--- src/rtl/imem_prog_loader.sv ---
// Boot-time instruction-memory loader: packs a byte stream MSB-first into 32-bit words and writes them from address 0.
// Optional feature macro IMEM_LOADER_CHECKSUM_EN adds a trailing XOR checksum byte check (CHK state, chk_err).
module imem_prog_loader #(
  parameter int ADDR_W = 6
) (
  input  logic              clk,
  input  logic              rst,
  input  logic              start,
  input  logic [ADDR_W:0]   word_count,
  input  logic [7:0]        byte_in,
  input  logic              byte_valid,
  output logic              byte_ready,
  output logic              imem_we,
  output logic [ADDR_W-1:0] imem_addr,
  output logic [31:0]       imem_wdata,
  output logic              cpu_hold,
  output logic              busy,
  output logic              done,
  output logic              chk_err
);

  localparam logic [ADDR_W:0]   MAX_WORDS  = {1'b1, {ADDR_W{1'b0}}};
  localparam logic [ADDR_W:0]   ZERO_WORDS = {(ADDR_W+1){1'b0}};
  localparam logic [ADDR_W:0]   ONE_WORD   = {{ADDR_W{1'b0}}, 1'b1};
  localparam logic [ADDR_W-1:0] ZERO_ADDR  = {ADDR_W{1'b0}};

  typedef enum logic [2:0] {
    IDLE  = 3'd0,
    RECV  = 3'd1,
    WRITE = 3'd2,
`ifdef IMEM_LOADER_CHECKSUM_EN
    CHK   = 3'd4,
`endif
    DONE  = 3'd3
  } state_t;

  state_t          state;
  logic [1:0]      byte_cnt;
  logic [ADDR_W:0] word_cnt;
  logic [ADDR_W:0] word_total;
  logic [23:0]     asm_word;
  logic            accept;
  logic            last_word;

  // Clamping keeps the address from wrapping past the top of memory.
  function automatic logic [ADDR_W:0] clamp_count(input logic [ADDR_W:0] n);
    if (n > MAX_WORDS) begin
      return MAX_WORDS;
    end else begin
      return n;
    end
  endfunction

  assign accept    = byte_valid && byte_ready;
  assign last_word = ((word_cnt + ONE_WORD) == word_total);

`ifdef IMEM_LOADER_CHECKSUM_EN
  logic [7:0] csum;
  logic       csum_bad;
  logic       start_ok;

  function automatic logic [7:0] xor_fold(input logic [7:0] acc, input logic [7:0] b);
    return acc ^ b;
  endfunction

  assign csum_bad = (byte_in != csum);
  assign start_ok = start && ((state == IDLE) || (state == DONE));

  // Running checksum over data bytes and the sticky mismatch flag.
  always_ff @(posedge clk or posedge rst) begin
    if (rst) begin
      csum    <= 8'd0;
      chk_err <= 1'b0;
    end else if (start_ok) begin
      csum    <= 8'd0;
      chk_err <= 1'b0;
    end else if ((state == RECV) && accept) begin
      csum <= xor_fold(csum, byte_in);
    end else if ((state == CHK) && accept) begin
      chk_err <= csum_bad;
    end
  end
`else
  assign chk_err = 1'b0;
`endif

  // Load sequencer with registered handshake, write-port and status outputs.
  always_ff @(posedge clk or posedge rst) begin
    if (rst) begin
      state      <= IDLE;
      byte_ready <= 1'b0;
      imem_we    <= 1'b0;
      imem_addr  <= ZERO_ADDR;
      imem_wdata <= 32'd0;
      cpu_hold   <= 1'b1;
      busy       <= 1'b0;
      done       <= 1'b0;
      byte_cnt   <= 2'd0;
      word_cnt   <= ZERO_WORDS;
      word_total <= ZERO_WORDS;
      asm_word   <= 24'd0;
    end else begin
      case (state)
        IDLE, DONE: begin
          if (start) begin
            byte_cnt   <= 2'd0;
            word_cnt   <= ZERO_WORDS;
            word_total <= clamp_count(word_count);
            if (word_count == ZERO_WORDS) begin
              state      <= DONE;
              done       <= 1'b1;
              cpu_hold   <= 1'b0;
              busy       <= 1'b0;
              byte_ready <= 1'b0;
            end else begin
              state      <= RECV;
              done       <= 1'b0;
              cpu_hold   <= 1'b1;
              busy       <= 1'b1;
              byte_ready <= 1'b1;
            end
          end
        end
        RECV: begin
          if (accept) begin
            asm_word <= {asm_word[15:0], byte_in};
            byte_cnt <= byte_cnt + 2'd1;
            if (byte_cnt == 2'd3) begin
              state      <= WRITE;
              byte_ready <= 1'b0;
              imem_we    <= 1'b1;
              imem_addr  <= word_cnt[ADDR_W-1:0];
              imem_wdata <= {asm_word, byte_in};
            end
          end
        end
        WRITE: begin
          imem_we  <= 1'b0;
          word_cnt <= word_cnt + ONE_WORD;
          if (last_word) begin
`ifdef IMEM_LOADER_CHECKSUM_EN
            state      <= CHK;
            byte_ready <= 1'b1;
`else
            state      <= DONE;
            byte_ready <= 1'b0;
            busy       <= 1'b0;
            done       <= 1'b1;
            cpu_hold   <= 1'b0;
`endif
          end else begin
            state      <= RECV;
            byte_ready <= 1'b1;
          end
        end
`ifdef IMEM_LOADER_CHECKSUM_EN
        CHK: begin
          if (accept) begin
            state      <= DONE;
            byte_ready <= 1'b0;
            busy       <= 1'b0;
            done       <= 1'b1;
            cpu_hold   <= csum_bad;
          end
        end
`endif
        default: begin
          state      <= IDLE;
          byte_ready <= 1'b0;
          imem_we    <= 1'b0;
          cpu_hold   <= 1'b1;
          busy       <= 1'b0;
          done       <= 1'b0;
        end
      endcase
    end
  end

endmodule
--- config.mk ---
export PLATFORM = sky130hd
export DESIGN_NAME = imem_prog_loader
export DESIGN_NICKNAME = d
export VERILOG_FILES = /design/src/rtl/imem_prog_loader.sv
export SDC_FILE = /design/constraint.sdc
export NUM_CORES = 1
export LEC_CHECK = 0
export CORE_MARGIN = 3
export CORE_UTILIZATION = 25
export CTS_CLUSTER_DIAMETER = 30
export DETAILED_ROUTE_END_ITERATION = 7
export GPL_TIMING_DRIVEN = 0
export SLEW_MARGIN = 20
export SYNTH_ARGS = -nofsm -noshare
export SYNTH_HDL_FRONTEND = slang
export SYNTH_SLANG_ARGS = --single-unit
--- constraint.sdc ---
create_clock -name clk -period 7.7 [get_ports clk]
set_input_delay 2.31 -clock clk [delete_from_list [all_inputs] [get_ports clk]]
set_output_delay 2.31 -clock clk [all_outputs]
set_load 0.01 [all_outputs]
==> run_1/met1.png <==
Scale bar: 50 um.
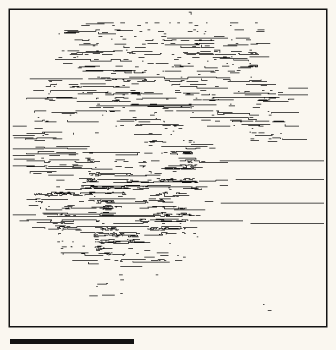
longest straight run = 43.2 um
wire length on this layer = 3710 um
share of all routed wire = 48%
nets with wire on the layer = 347
main direction = horizontal
met1 GRT Util: 0.1351
wirelength, routed: 7.773 mm
via count: 2385

==> run_1/met2.png <==
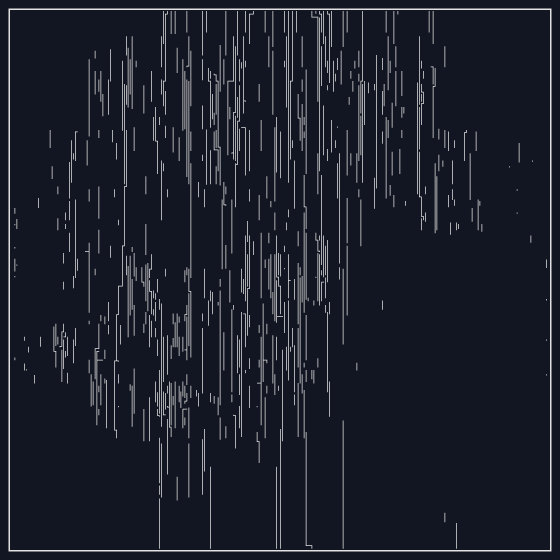
longest straight run = 40.3 um
main direction = vertical
wire length on this layer = 3720 um
met2 usage: 0.1625

==> run_1/met3.png <==
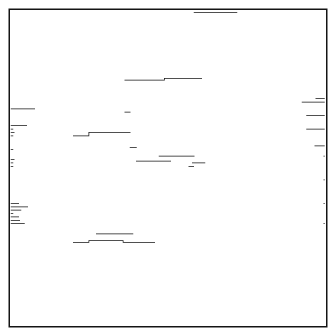
longest straight run = 17.3 um
wire length on this layer = 240 um
main direction = horizontal
share of all routed wire = 3.1%
nets with wire on the layer = 30
met3 usage: 0.02717

==> run_1/port_nets.png <==
Scale bar: 50 um.
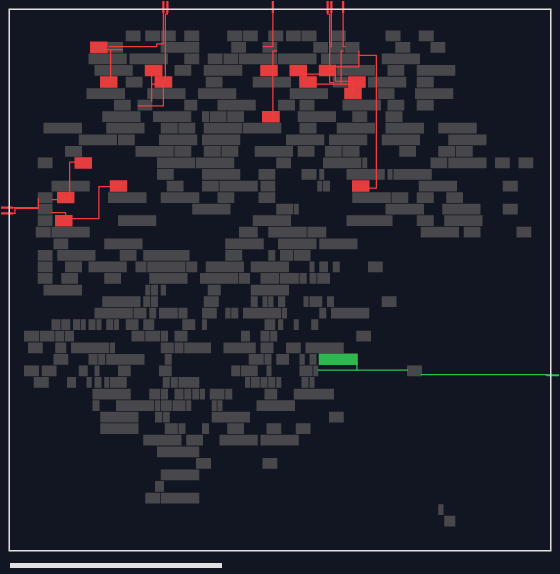
byte_in -> red  # bits 8, direction input, edge 6 north, 2 west, end cells 16, buffers 8, wire 281 um
done -> green  # bits 1, direction output, edge east, end cells 1, buffers 1, wire 52.7 um
Port Buffers: 61
Ports: 63

==> impl_metrics.env, run 1 <==
# flow metrics
export IMPL_async_reset_ff_frac=1.000
export IMPL_ys_chip_area_um2=3667
export IMPL_initCoreUtil=0.2602
export IMPL_postCtsHoldBufs=0
export IMPL_path_class="primary input to register"
export IMPL_topCombFamilyByArea="multiplexers"
export IMPL_fin_nets=376
export IMPL_dp_hpwl_mm=5.618
export IMPL_grt_max_degree=56
export IMPL_warnings=28
export IMPL_compound_area_frac=0.08222
export IMPL_yosysMostFrequentCell="dfrtp_1"
export IMPL_pwr_share_seq=0.407
export IMPL_internal_power_mw=1.149
export IMPL_routed_top_layer="met4"
export IMPL_ant_nets=0
export IMPL_cts_root_buf="clkbuf_16"
export IMPL_rsz0062_at_grt="false"
export IMPL_seqCellArea_um2=2128
export IMPL_fin_ws_ns=3.743
export IMPL_ff_type="dfrtp_1"
export IMPL_antenna_found_initial=0
export IMPL_ys_top_cells_by_count="84 x dfrtp_1, 64 x mux2_2, 20 x o21ai_0"
export IMPL_status="complete, no violations"
export IMPL_htreeDepth=3
export IMPL_comb_area_um2=1446
export IMPL_die_area_um2=16160
==> run 1: flip-flops by register name (all words and copies together), names as in the netlist, 2 cells and up <==
name	flops
asm_word	24
imem_addr	6
state	2
byte_cnt	2
word_total	7
imem_wdata	32
word_cnt	7
==> run 1: critical path, delay by kind of cell <==
| kind | cells | cell delay, ns |
|---|---|---|
| buffers and inverters | 3 | 1.29 |
| multiplexers | 1 | 0.41 |
| AND/OR/NAND/NOR | 1 | 0.16 |
==> run 1: worst paths after layout <==
path / startpoint / to / slack (ns) / cells after the start
worst min register to register: done$_DFFE_PP0P_ / done$_DFFE_PP0P_ / 0.49 / 2
worst max register to register: state[1]$_DFFE_PP0P_ / asm_word[23]$_DFFE_PP0P_ / 5.52 / 6
worst min-delay path: done$_DFFE_PP0P_ / done$_DFFE_PP0P_ / 0.49 / 2
worst max-delay path: byte_valid / imem_addr[4]$_DFFE_PP0P_ / 3.74 / 5
max in group asynchronous: rst / cpu_hold$_DFFE_PP1P_ / 4.75 / 3
min in group asynchronous: rst / word_cnt[4]$_DFFE_PP0P_ / 2.33 / 2
==> run 1: final cells by class <==
cell class                      instances  share of cell area
Multi-Input combinational cell        174              0.2976
Inverter                                6            0.005148
Buffer                                 14             0.01441
Clock buffer                            9             0.04633
Sequential cell                        85              0.4378
Clock inverter                          7             0.02111
Tap cell                              180             0.04633
Timing Repair Buffer                   62              0.1313
==> run 1: metrics by stage <==
stage          hold slack, ns  cell area, um^2  utilization
6_report               0.4899             4861       0.3448
5_1_grt                0.5114             4861       0.3448
4_1_cts                0.5004             4861       0.3448
3_5_place_dp           0.4916             4533       0.3216
3_3_place_gp           0.4778             4503       0.3195
2_1_floorplan          0.4689             3667            -
## Run 2: what changed since run 1
clock period = 3.6 ns   (was 7.7 ns; I/O delays follow)
==> run_2/met1.png <==
Scale bar: 50 um.
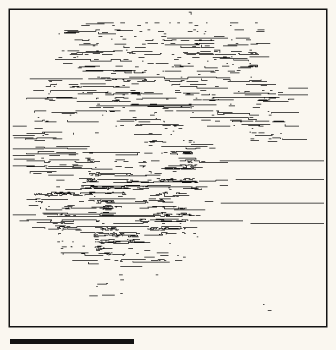
longest straight run = 43.2 um
main direction = horizontal
share of all routed wire = 48%
wire length on this layer = 3710 um
nets with wire on the layer = 347

==> run 2 against run 1 <==
  * Via count unchanged
  * Worst hold slack did not move
  * Combinational power grew 110%
  * Sequential power rose by 110%
  * Setup slack worse by 2.9 ns
  * Clock-buffer cell count is the same
  * Synthesized cell count unchanged
  * Sequential share of layout area unchanged
  * Core utilization unchanged
  * Critical endpoint unchanged
==> impl_metrics.env, run 2 <==
# flow metrics
export IMPL_dp_hpwl_mm=5.618
export IMPL_peakVddDrop_v=0.0002270
export IMPL_fin_ws_ns=0.8733
export IMPL_final_area_um2=4861
export IMPL_synth_nets=303
export IMPL_async_reset_ff_frac=1.000
export IMPL_reg2reg_depth=6
export IMPL_die_area_um2=16160
export IMPL_timing_rr_end="asm_word[23]$_DFFE_PP0P_"
export IMPL_htreeDepth=3
export IMPL_ys_top_cells_by_count="84 x dfrtp_1, 64 x mux2_2, 20 x o21ai_0"
export IMPL_warnings=28
export IMPL_rsz0062_at_grt="false"
export IMPL_holdPathStages=2
export IMPL_top_register="imem_wdata"
export IMPL_reg_top3="imem_wdata (32), asm_word (24)"
export IMPL_antenna_found_initial=0
export IMPL_reg2reg_from="state[1]$_DFFE_PP0P_"
export IMPL_cts_root_buf="clkbuf_16"
export IMPL_grt_max_degree=56
export IMPL_ant_nets=0
export IMPL_core_um2=14100
export IMPL_min_from="done$_DFFE_PP0P_"
export IMPL_ys_chip_area_um2=3667
export IMPL_portBuffers=61
export IMPL_largest_reg_flops=32
export IMPL_ios=63
export IMPL_status="complete, no violations"
export IMPL_leakage_nw=2.208
export IMPL_crit_path_end="imem_addr[4]$_DFFE_PP0P_"
export IMPL_drt_total_wl_mm=7.773
export IMPL_startpoint="byte_valid"
export IMPL_ff_type="dfrtp_1"
export IMPL_r2r_slack_ns=1.42
export IMPL_vias=2385
export IMPL_path_class="primary input to register"
export IMPL_placed_area_um2=4533
export IMPL_fin_nets=376
export IMPL_vias_per_cell=4.441
export IMPL_lay_top_cells="84 x dfrtp_1, 64 x mux2_2, 61 x clkdlybuf4s50_1"
run 2: cell counts after synthesis:
No cell type changed its count.
run 2: cell type report:
cell class | instances | area, um^2
flip-flops and latches | 85 | 2128
plain buffers | 14 | 70.07
inverters | 6 | 25.02
repair buffers | 62 | 638.1
clock buffers | 9 | 225.2
fillers | 1412 | 9235
multi-input cells | 174 | 1446
well taps | 180 | 225.2
clock inverters | 7 | 102.6
run 2: metal layers:
metal  vias to the layer above  share of wire  track usage
met5                         -              0            0
met4                         0          0.013      0.03785
met3                         7          0.031      0.02717
met2                        42           0.48       0.1625
met1                      1190           0.48       0.1351
li1                       1146              -            -
run 2: per-stage QoR:
step	hold WS (ns)	utilization	total power [mW]	instances
4_1_cts	0.5004	0.3448	3.631	537
2_1_floorplan	0.4689	-	2.163	279
3_3_place_gp	0.4778	0.3195	2.542	520
5_1_grt	0.5114	0.3448	3.822	537
6_report	0.4899	0.3448	3.573	537
3_5_place_dp	0.4916	0.3216	2.597	521
run 2: critical path, cell delays in order:
cell	delay, ns
clkdlybuf4s50_1	0.47
nand4_1	0.16
buf_2	0.28
buf_1	0.54
mux2_2	0.41
run 2: logic make-up (layout without fill, tap and decap cells):
logic type | after synthesis | after routing | synth area share
other cells | 1 | 1 | 0.001023
compound gates | 45 | 45 | 0.08223
mux | 66 | 66 | 0.2020
fa+ha+maj | 5 | 5 | 0.01706
simple gates | 51 | 51 | 0.07779
flops | 85 | 85 | 0.5804
buf+inv | 20 | 98 | 0.02524
xor+xnor | 6 | 6 | 0.01433
run 2: where the power goes:
group          leakage (nW)  internal, mW  switching, mW
registers              1.12          1.25          0.199
clock network         0.162         0.617          0.395
logic                 0.929         0.585          0.522
total                  2.21          2.46           1.12
==> run_2/final_congestion.png <==
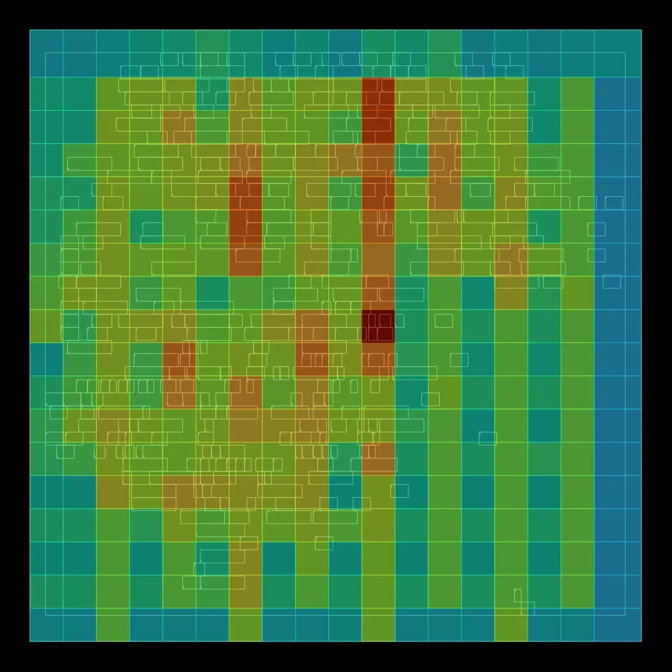

## Run 3: what changed since run 2
clock period = 2.7 ns   (was 3.6 ns; I/O delays follow)
==> run_3/final_congestion.png <==
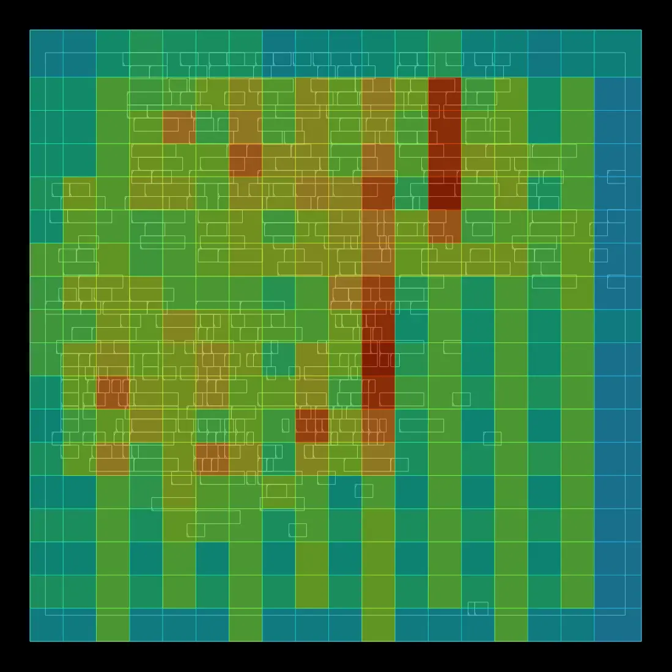
GR peak layer: met2
Routed WL per cell: 14.39 um
met1 GRT Util: 0.1307

==> run 3 against run 2 <==
  * Core utilization grew 0.071 points
  * Clock skew up 0.0013 ns
  * Global-route usage shrank 0.37 points
  * Sequential share of layout area shrank 0.090 points
  * Synthesized cell count unchanged
  * Die area is the same
  * Critical path depth is the same
  * Worst hold slack better by 0.0063 ns
  * Flip-flop count stayed put
  * Combinational power is 33% higher
  * Via count shrank 0.34%
  * Clock-buffer cell count up 1
==> impl_metrics.env, run 3 <==
# flow metrics
export IMPL_status="complete, no violations"
export IMPL_power_top_group="sequential cells"
export IMPL_ant_nets=0
export IMPL_ys_sh_adder=0.01706
export IMPL_swShare=0.3066
export IMPL_timing_rr_end="asm_word[8]$_DFFE_PP0P_"
export IMPL_compound_area_frac=0.08222
export IMPL_synthSimpleGateAreaFrac=0.07779
export IMPL_leakage_nw=2.203
export IMPL_rsz0062_at_grt="false"
export IMPL_htreeDepth=3
export IMPL_n_fill_cell=1411
export IMPL_antenna_found_initial=0
export IMPL_holdPathStages=1
export IMPL_peakVddDrop_v=0.0005435
export IMPL_pg_seq_mw=1.93
export IMPL_r2r_slack_ns=0.49
export IMPL_initCoreUtil=0.2602
export IMPL_pwr_share_seq=0.408
export IMPL_fin_ws_ns=0.1712
export IMPL_die_area_um2=16160
export IMPL_routed_top_layer="met4"
export IMPL_cts_root_buf="clkbuf_16"
export IMPL_reg2reg_from="state[0]$_DFFE_PP0P_"
export IMPL_top_register="imem_wdata"
export IMPL_hold_path_end="imem_wdata[24]$_DFFE_PP0P_"
export IMPL_pg_clk_mw=1.33
export IMPL_grt_max_degree=33
export IMPL_wl_met2_mm=3.716
export IMPL_portBuffers=61
export IMPL_warnings=28
export IMPL_xor_area_frac=0.01433
export IMPL_largest_reg_flops=32
export IMPL_ys_top_cells_by_count="84 x dfrtp_1, 64 x mux2_2, 20 x o21ai_0"
export IMPL_reg_top3="imem_wdata (32), asm_word (24)"
[run 3: cell types whose count changed in the layout (fill, tap and decap cells not counted), sizes merged]
cell / previous run / this run
clkinvlp: 0 / 2
buf: 10 / 11
inv: 9 / 5
clkbuf: 14 / 15
[run 3: cell type report]
type	instances	area (um^2)	share of cell area
timing repair buffer	63	650.6	0.1336
clock inverter	5	85.08	0.01747
tap	180	225.2	0.04624
buffer	14	70.07	0.01438
sequential	85	2128	0.4369
inverter	6	26.28	0.005394
clock buffer	10	239.0	0.04906
multi-input combinational	174	1446	0.2969
[run 3: worst max-delay path by stage]
stage	cells past startpoint	slack (ns)	startpoint	to
2_1_floorplan	4	0.60	word_count[5]	cpu_hold$_DFFE_PP1P_
3_3_place_gp	5	-0.14	byte_valid	imem_addr[1]$_DFFE_PP0P_
3_5_place_dp	5	-0.17	byte_valid	imem_addr[4]$_DFFE_PP0P_
4_1_cts	5	0.17	byte_valid	imem_addr[4]$_DFFE_PP0P_
5_1_grt	5	0.05	byte_valid	imem_addr[4]$_DFFE_PP0P_
6_report	5	0.17	byte_valid	imem_addr[4]$_DFFE_PP0P_
[run 3: metal layers]
metal / up-vias / GRT usage
met2: 44 / 0.1603
met1: 1172 / 0.1307
met5: - / 0
met3: 7 / 0.02216
met4: 0 / 0.03344
li1: 1154 / -
[run 3: metrics by stage]
stage / power [mW] / std cells / setup TNS, ns
after floorplan: 2.884 / 279 / 0
after global placement: 3.392 / 520 / -3.299
after detailed placement: 3.452 / 522 / -1.547
after CTS: 4.801 / 537 / 0
after global routing: 5.052 / 537 / 0
final: 4.740 / 537 / 0
[run 3: worst max-delay path, stage by stage]
cell and delay [ns]:
clkdlybuf4s50_1 0.48, nand4_1 0.16, buf_2 0.28, buf_1 0.59
mux2_2 0.41
No activity file was given, so power comes from the tool's default toggle rates.
